==> src/rtl/trusted_evt_pkg.sv <==
// Shared types and helpers for the K-of-N trusted event detector.
// Combinational only; no latency, no backpressure.
package trusted_evt_pkg;

    typedef enum logic [1:0] {
        IDLE    = 2'd0,
        CONFIRM = 2'd1,
        ACTIVE  = 2'd2
    } state_e;

    localparam int DROP_W    = 8;
    localparam int POP_MAX_W = 32;

    // Callers zero-extend their vector to POP_MAX_W and truncate the result to their own width.
    function automatic logic [5:0] popcount(input logic [POP_MAX_W-1:0] v);
        logic [5:0] c;
        c = '0;
        for (int i = 0; i < POP_MAX_W; i++) begin
            c = c + {5'd0, v[i]};
        end
        return c;
    endfunction

endpackage

==> src/rtl/sensor_fault_tracker.sv <==
// Per-sensor disagreement counter: masks a sensor after FAULT_LIMIT consecutive disagreements.
// One cycle from the deciding disagreement to faulty_o; no backpressure.
module sensor_fault_tracker
    import trusted_evt_pkg::*;
#(
    parameter int FAULT_LIMIT = 3
) (
    input  logic   clk,
    input  logic   rst,
    input  logic   s_i,
    input  state_e state_i,
    input  logic   mask_clr_i,
    output logic   faulty_o
);

    localparam int             FW  = $clog2(FAULT_LIMIT + 1);
    localparam logic [FW-1:0]  LIM = FW'(FAULT_LIMIT);

    logic [FW-1:0] ctr_q, ctr_d;
    logic          faulty_q, faulty_d;
    logic          judged;
    logic          disagree;

    // CONFIRM is a transient; judging sensors there would punish early agreement.
    assign judged   = (state_i == IDLE) || (state_i == ACTIVE);
    assign disagree = ((state_i == IDLE) && s_i) || ((state_i == ACTIVE) && !s_i);

    always_comb begin
        ctr_d    = ctr_q;
        faulty_d = faulty_q;
        if (mask_clr_i) begin
            ctr_d    = '0;
            faulty_d = 1'b0;
        end else if (!faulty_q && judged) begin
            if (disagree) begin
                ctr_d = ctr_q + FW'(1);
                if (ctr_d == LIM) begin
                    faulty_d = 1'b1;
                end
            end else begin
                ctr_d = '0;
            end
        end
    end

    always_ff @(posedge clk or posedge rst) begin
        if (rst) begin
            ctr_q    <= '0;
            faulty_q <= 1'b0;
        end else begin
            ctr_q    <= ctr_d;
            faulty_q <= faulty_d;
        end
    end

    assign faulty_o = faulty_q;

endmodule

==> src/rtl/trusted_event_detector.sv <==
// K-of-N voting event detector with persistence filter, faulty-sensor masking and a one-deep event record.
// Event at edge t+1+PERSIST for input stable from t; a still-pending record causes new events to be counted as drops.
module trusted_event_detector
    import trusted_evt_pkg::*;
#(
    parameter int N_SENSORS   = 3,
    parameter int K_THRESH    = 2,
    parameter int PERSIST     = 4,
    parameter int FAULT_LIMIT = 3
) (
    input  logic                 clk,
    input  logic                 rst,
    input  logic [N_SENSORS-1:0] sensor_in,
    input  logic                 mask_clr,
    output logic                 evt_valid,
    input  logic                 evt_ready,
    output logic [N_SENSORS-1:0] evt_flag,
    output logic                 alarm,
    output logic [N_SENSORS-1:0] fault_mask,
    output logic [DROP_W-1:0]    drop_cnt
);

    localparam int            VW  = $clog2(N_SENSORS + 1);
    localparam int            CW  = $clog2(PERSIST + 1);
    localparam logic [VW-1:0] K_V = VW'(K_THRESH);
    localparam logic [CW-1:0] P_V = CW'(PERSIST);

    logic [N_SENSORS-1:0] s_q;
    logic [N_SENSORS-1:0] live;
    logic [VW-1:0]        votes, act, thr;
    logic                 hit;

    state_e               state_q, state_d;
    logic [CW-1:0]        cnt_q, cnt_d;

    logic                 evt_valid_q, evt_valid_d;
    logic [N_SENSORS-1:0] evt_flag_q, evt_flag_d;
    logic [DROP_W-1:0]    drop_q, drop_d;
    logic                 enter_active;
    logic                 handshake;

    always_ff @(posedge clk or posedge rst) begin
        if (rst) begin
            s_q <= '0;
        end else begin
            s_q <= sensor_in;
        end
    end

    for (genvar i = 0; i < N_SENSORS; i++) begin : g_trk
        sensor_fault_tracker #(
            .FAULT_LIMIT(FAULT_LIMIT)
        ) u_trk (
            .clk       (clk),
            .rst       (rst),
            .s_i       (s_q[i]),
            .state_i   (state_q),
            .mask_clr_i(mask_clr),
            .faulty_o  (fault_mask[i])
        );
    end

    // Threshold shrinks with the number of trusted sensors so masking never makes an event impossible.
    assign live  = ~fault_mask;
    assign votes = VW'(popcount(POP_MAX_W'(s_q & live)));
    assign act   = VW'(popcount(POP_MAX_W'(live)));
    assign thr   = (K_V < act) ? K_V : act;
    assign hit   = (act != '0) && (votes >= thr);

    always_comb begin
        state_d = state_q;
        cnt_d   = cnt_q;
        case (state_q)
            IDLE: begin
                if (hit) begin
                    if (PERSIST == 1) begin
                        state_d = ACTIVE;
                        cnt_d   = '0;
                    end else begin
                        state_d = CONFIRM;
                        cnt_d   = CW'(1);
                    end
                end
            end
            CONFIRM: begin
                if (!hit) begin
                    state_d = IDLE;
                    cnt_d   = '0;
                end else begin
                    cnt_d = cnt_q + CW'(1);
                    if (cnt_d == P_V) begin
                        state_d = ACTIVE;
                        cnt_d   = '0;
                    end
                end
            end
            ACTIVE: begin
                if (!hit) begin
                    state_d = IDLE;
                    cnt_d   = '0;
                end
            end
            default: begin
                state_d = IDLE;
                cnt_d   = '0;
            end
        endcase
    end

    always_ff @(posedge clk or posedge rst) begin
        if (rst) begin
            state_q <= IDLE;
            cnt_q   <= '0;
        end else begin
            state_q <= state_d;
            cnt_q   <= cnt_d;
        end
    end

    assign enter_active = (state_d == ACTIVE) && (state_q != ACTIVE);
    assign handshake    = evt_valid_q && evt_ready;

    // A record being accepted on the entry edge frees the slot for the new one.
    always_comb begin
        evt_valid_d = evt_valid_q;
        evt_flag_d  = evt_flag_q;
        drop_d      = drop_q;
        if (handshake) begin
            evt_valid_d = 1'b0;
        end
        if (enter_active) begin
            if (!evt_valid_q || handshake) begin
                evt_valid_d = 1'b1;
                evt_flag_d  = s_q & live;
            end else if (drop_q != '1) begin
                drop_d = drop_q + DROP_W'(1);
            end
        end
    end

    always_ff @(posedge clk or posedge rst) begin
        if (rst) begin
            evt_valid_q <= 1'b0;
            evt_flag_q  <= '0;
            drop_q      <= '0;
        end else begin
            evt_valid_q <= evt_valid_d;
            evt_flag_q  <= evt_flag_d;
            drop_q      <= drop_d;
        end
    end

    assign evt_valid = evt_valid_q;
    assign evt_flag  = evt_flag_q;
    assign drop_cnt  = drop_q;
    assign alarm     = (state_q == ACTIVE);

endmodule

==> config.mk <==
export PLATFORM = sky130hd
export DESIGN_NAME = trusted_event_detector
export DESIGN_NICKNAME = d
export VERILOG_FILES = /design/src/rtl/trusted_evt_pkg.sv /design/src/rtl/sensor_fault_tracker.sv /design/src/rtl/trusted_event_detector.sv
export SDC_FILE = /design/constraint.sdc
export NUM_CORES = 1
export LEC_CHECK = 0
export ABC_CLOCK_PERIOD_IN_PS = 5450
export CORE_MARGIN = 2
export CORE_UTILIZATION = 57
export DETAILED_ROUTE_END_ITERATION = 16
export GPL_ROUTABILITY_DRIVEN = 0
export GPL_TIMING_DRIVEN = 0
export HOLD_SLACK_MARGIN = 0.05
export PLACE_DENSITY_LB_ADDON = 0.08
export SYNTH_ARGS = -nofsm -noshare
export SYNTH_HDL_FRONTEND = slang
export SYNTH_SLANG_ARGS = --single-unit
==> constraint.sdc <==
create_clock -name clk -period 5.45 [get_ports clk]
set_input_delay 0.8175 -clock clk [delete_from_list [all_inputs] [get_ports clk]]
set_output_delay 0.8175 -clock clk [all_outputs]
set_load 0.01 [all_outputs]
**Close-up of the layout**

Window x 13 to 43, y 24 to 54 µm. Cells in gray, sequential cells in the stronger gray; small squares are vias.
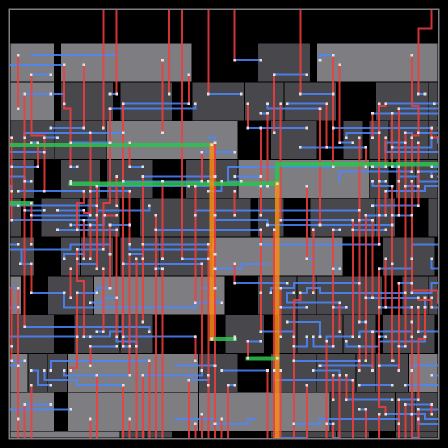
Orange is M4. Blue is M1. Green is M3. Red is M2.
Netlist names of flops here include `drop_cnt` (4), `g_trk.u_trk.ctr_q` (2). Most frequent: dfrtp_1 (9), clkdlybuf4s50_1 (8), nor2_1 (7). Sequential cells in the window: 9. 65 logic cells have their middle in the window.

**Gate families picked out**

Scale: 8 px per µm.
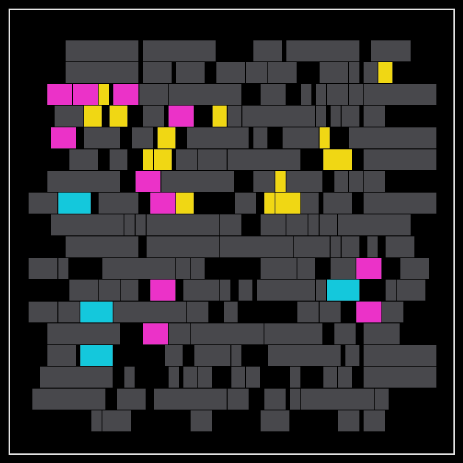
Magenta is xor and xnor cells, cells 11. Yellow is nand cells, cells 14. Cyan is mux cells, cells 4.

**Metal 1**

Scale: 6 px per µm. Supply wires on this layer in gray.
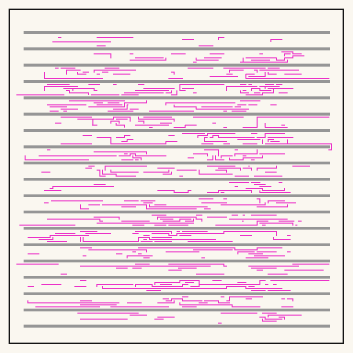
The layer holds 46% of the routed length. The longest straight run is 21.6 µm. The layer carries 1430 µm of wire. The wires run mostly horizontal. 159 nets have wire on it.

==> flow_summary.rst <==
Synthesis and place-and-route
=============================

.. list-table::
   :header-rows: 1

   * - Metric
     - Value
   * - Run status
     - finished clean
   * - GR Layer Usage met3
     - 8.665%
   * - Root buf cell
     - sky130_fd_sc_hd__clkbuf_4
   * - Die X
     - 55.43 µm
   * - Worst VDD drop
     - 0.2937 mV
   * - Wire length on met2
     - 1.515 mm
   * - Clock transition at the register clock pins on the worst setup and hold paths after CTS
     - 0.10 ns
   * - Met2 global-route usage
     - 35.71%
   * - WL/cell
     - 15.85 µm
   * - CTS Buffer Depth
     - 2
   * - Site Rows
     - 18
   * - Unique masters post-synth
     - 35
   * - Most common flop cell mapped by yosys
     - sky130_fd_sc_hd__dfrtp_1
   * - Net total in the final layout
     - 183
   * - Post-synthesis instance area
     - 1508 µm²
   * - Number of input and output port buffers inserted
     - 21
   * - Number of cell instances after yosys synthesis
     - 138
   * - Vias per inst
     - 5.807
   * - Post-synth tally of flip-flops with integrated enable
     - 0
   * - Classification of the worst-slack hold path
     - flip-flop to flip-flop
   * - Final ANT Viol Nets
     - 0
   * - Wire length of the first global-routing pass
     - 5.492 mm
   * - Number of cells produced by synthesis
     - 138
   * - FF-to-FF Start
     - g_trk[2].u_trk.faulty_o$_DFFE_PP0P_
   * - CORE AREA
     - 2500 µm²
   * - Final setup viols
     - 0
   * - Worst setup path endpoint
     - evt_flag[2]$_DFFE_PP0P_
   * - Post-CTS setup-driven buffer insertion count
     - 0
   * - Clock latency of the later-clocked register in the worst-skew pair
     - 0.34 ns
   * - Count of cells resized by post-cts repair
     - 0
   * - Number of cells traversed by the worst register-to-register path
     - 9
   * - Measured slew at the worst slew-check pin
     - 1.088 ns
   * - CTS Hold Buffers Added
     - 0
   * - Highest metal layer used by the detailed router
     - met4
   * - Synthesized area per cell
     - 10.93 µm²
   * - Metal1 wirelength
     - 1.425 mm
   * - Number of warnings reported in the yosys synthesis log
     - 0
   * - Area Growth Syn to Fin
     - 22.32%
   * - Vias after detailed routing
     - 1144
   * - Vias in the first global route
     - 1148
   * - Yosys reg bits
     - 29
   * - Time the final worst path needs with I/O delays and setup
     - 3.118 ns
   * - Crit Path Max Fanout
     - 8
   * - Power density cells
     - 273.3 nW/µm²
   * - Floorplan utilization
     - 60.31%
   * - Endpoint class of the critical path
     - flip-flop
   * - Boundary pin count
     - 23
   * - Rel. slew slack
     - 27.38%
   * - Initial DRT Pass Iterations
     - 4
   * - Worst clock skew on the final layout
     - 0.006378 ns
   * - Antenna violations before repair
     - 0
   * - Leading cell types by count after synthesis
     - sky130_fd_sc_hd__dfrtp_1 (29), sky130_fd_sc_hd__nor2_1 (11), sky130_fd_sc_hd__o21ai_0 (10)
   * - Chip area
     - 3072 µm²
   * - Unrepaired setup endpoints after global routing
     - false
   * - Pwr Total
     - 0.0005041 W
   * - Met3 wirelength from detailed routing
     - 129 µm
   * - Overall routing resource usage
     - 23.28%
   * - Met1 capacity usage during global routing
     - 30.12%
   * - Endpoint of the worst register-to-register path
     - evt_flag[2]$_DFFE_PP0P_
   * - Share of async-settable or async-resettable flops after synthesis
     - 100.0%
   * - Final critical-path share of the clock period
     - 57.20%
   * - Chip area estimate from yosys synthesis
     - 1508 µm²
   * - Top-area cell type share of the netlist area
     - 48.13%
   * - Max Cap Viol
     - 0
   * - Post-synth area hogs
     - sky130_fd_sc_hd__dfrtp_1 (48%), sky130_fd_sc_hd__ha_1 (6.6%), sky130_fd_sc_hd__xnor2_1 (5.2%)
[critical path: stages (launching register included)]
cell,delay (ns)
sky130_fd_sc_hd__dfrtp_1,0.50
sky130_fd_sc_hd__nor2b_1,0.13
sky130_fd_sc_hd__fa_1,0.54
sky130_fd_sc_hd__inv_1,0.04
sky130_fd_sc_hd__ha_1,0.18
sky130_fd_sc_hd__nor3b_1,0.15
sky130_fd_sc_hd__nor2_1,0.31
sky130_fd_sc_hd__nand2_1,0.19
sky130_fd_sc_hd__nor3_1,0.56
sky130_fd_sc_hd__mux2_2,0.41
[registers in the layout, summed over array words and instances (netlist names)]
name,flops
drop_cnt,8
g_trk.u_trk.ctr_q,6
cnt_q,3
evt_flag,3
g_trk.u_trk.faulty_o,3
s_q,3
state_q,2
evt_valid,1
[through the flow]
stage	setup WS (ns)	hold WS [ns]	std cells
6_report	2.332	0.5062	197
4_1_cts	2.345	0.5084	197
3_5_place_dp	2.393	0.4934	189
2_1_floorplan	2.804	0.5180	138
3_3_place_gp	2.473	0.4900	189
5_1_grt	2.166	0.5416	197
[logic make-up after synthesis]
family,synth area share [%]
AOI/OAI and AO/OA,8.715
xor gates and xnor gates,6.391
adders and majority gates,9.295
buffers and inverters,4.647
DFF,48.13
muxes,2.987
and+or+nand+nor,19.83
[power breakdown]
part | switching, W | total, W | internal [W]
combinational | 0.0000374 | 0.0000726 | 0.0000352
clock | 0.0000814 | 0.000190 | 0.000109
sequential | 0.0000118 | 0.000241 | 0.000229
total | 0.000131 | 0.000504 | 0.000373
[cell type report]
cell class                 instances  area [µm²]
sequential                        29       725.7
buffer                             7       47.55
clock inverter                     2       37.54
inverter                           6       22.52
timing repair buffer              21       210.2
tap                               30       37.54
fill                             181       655.6
clock buffer                       6       51.30
multi-input combinational         96       711.9
Power figures rest on the tool's default switching activity, not on a simulated workload.
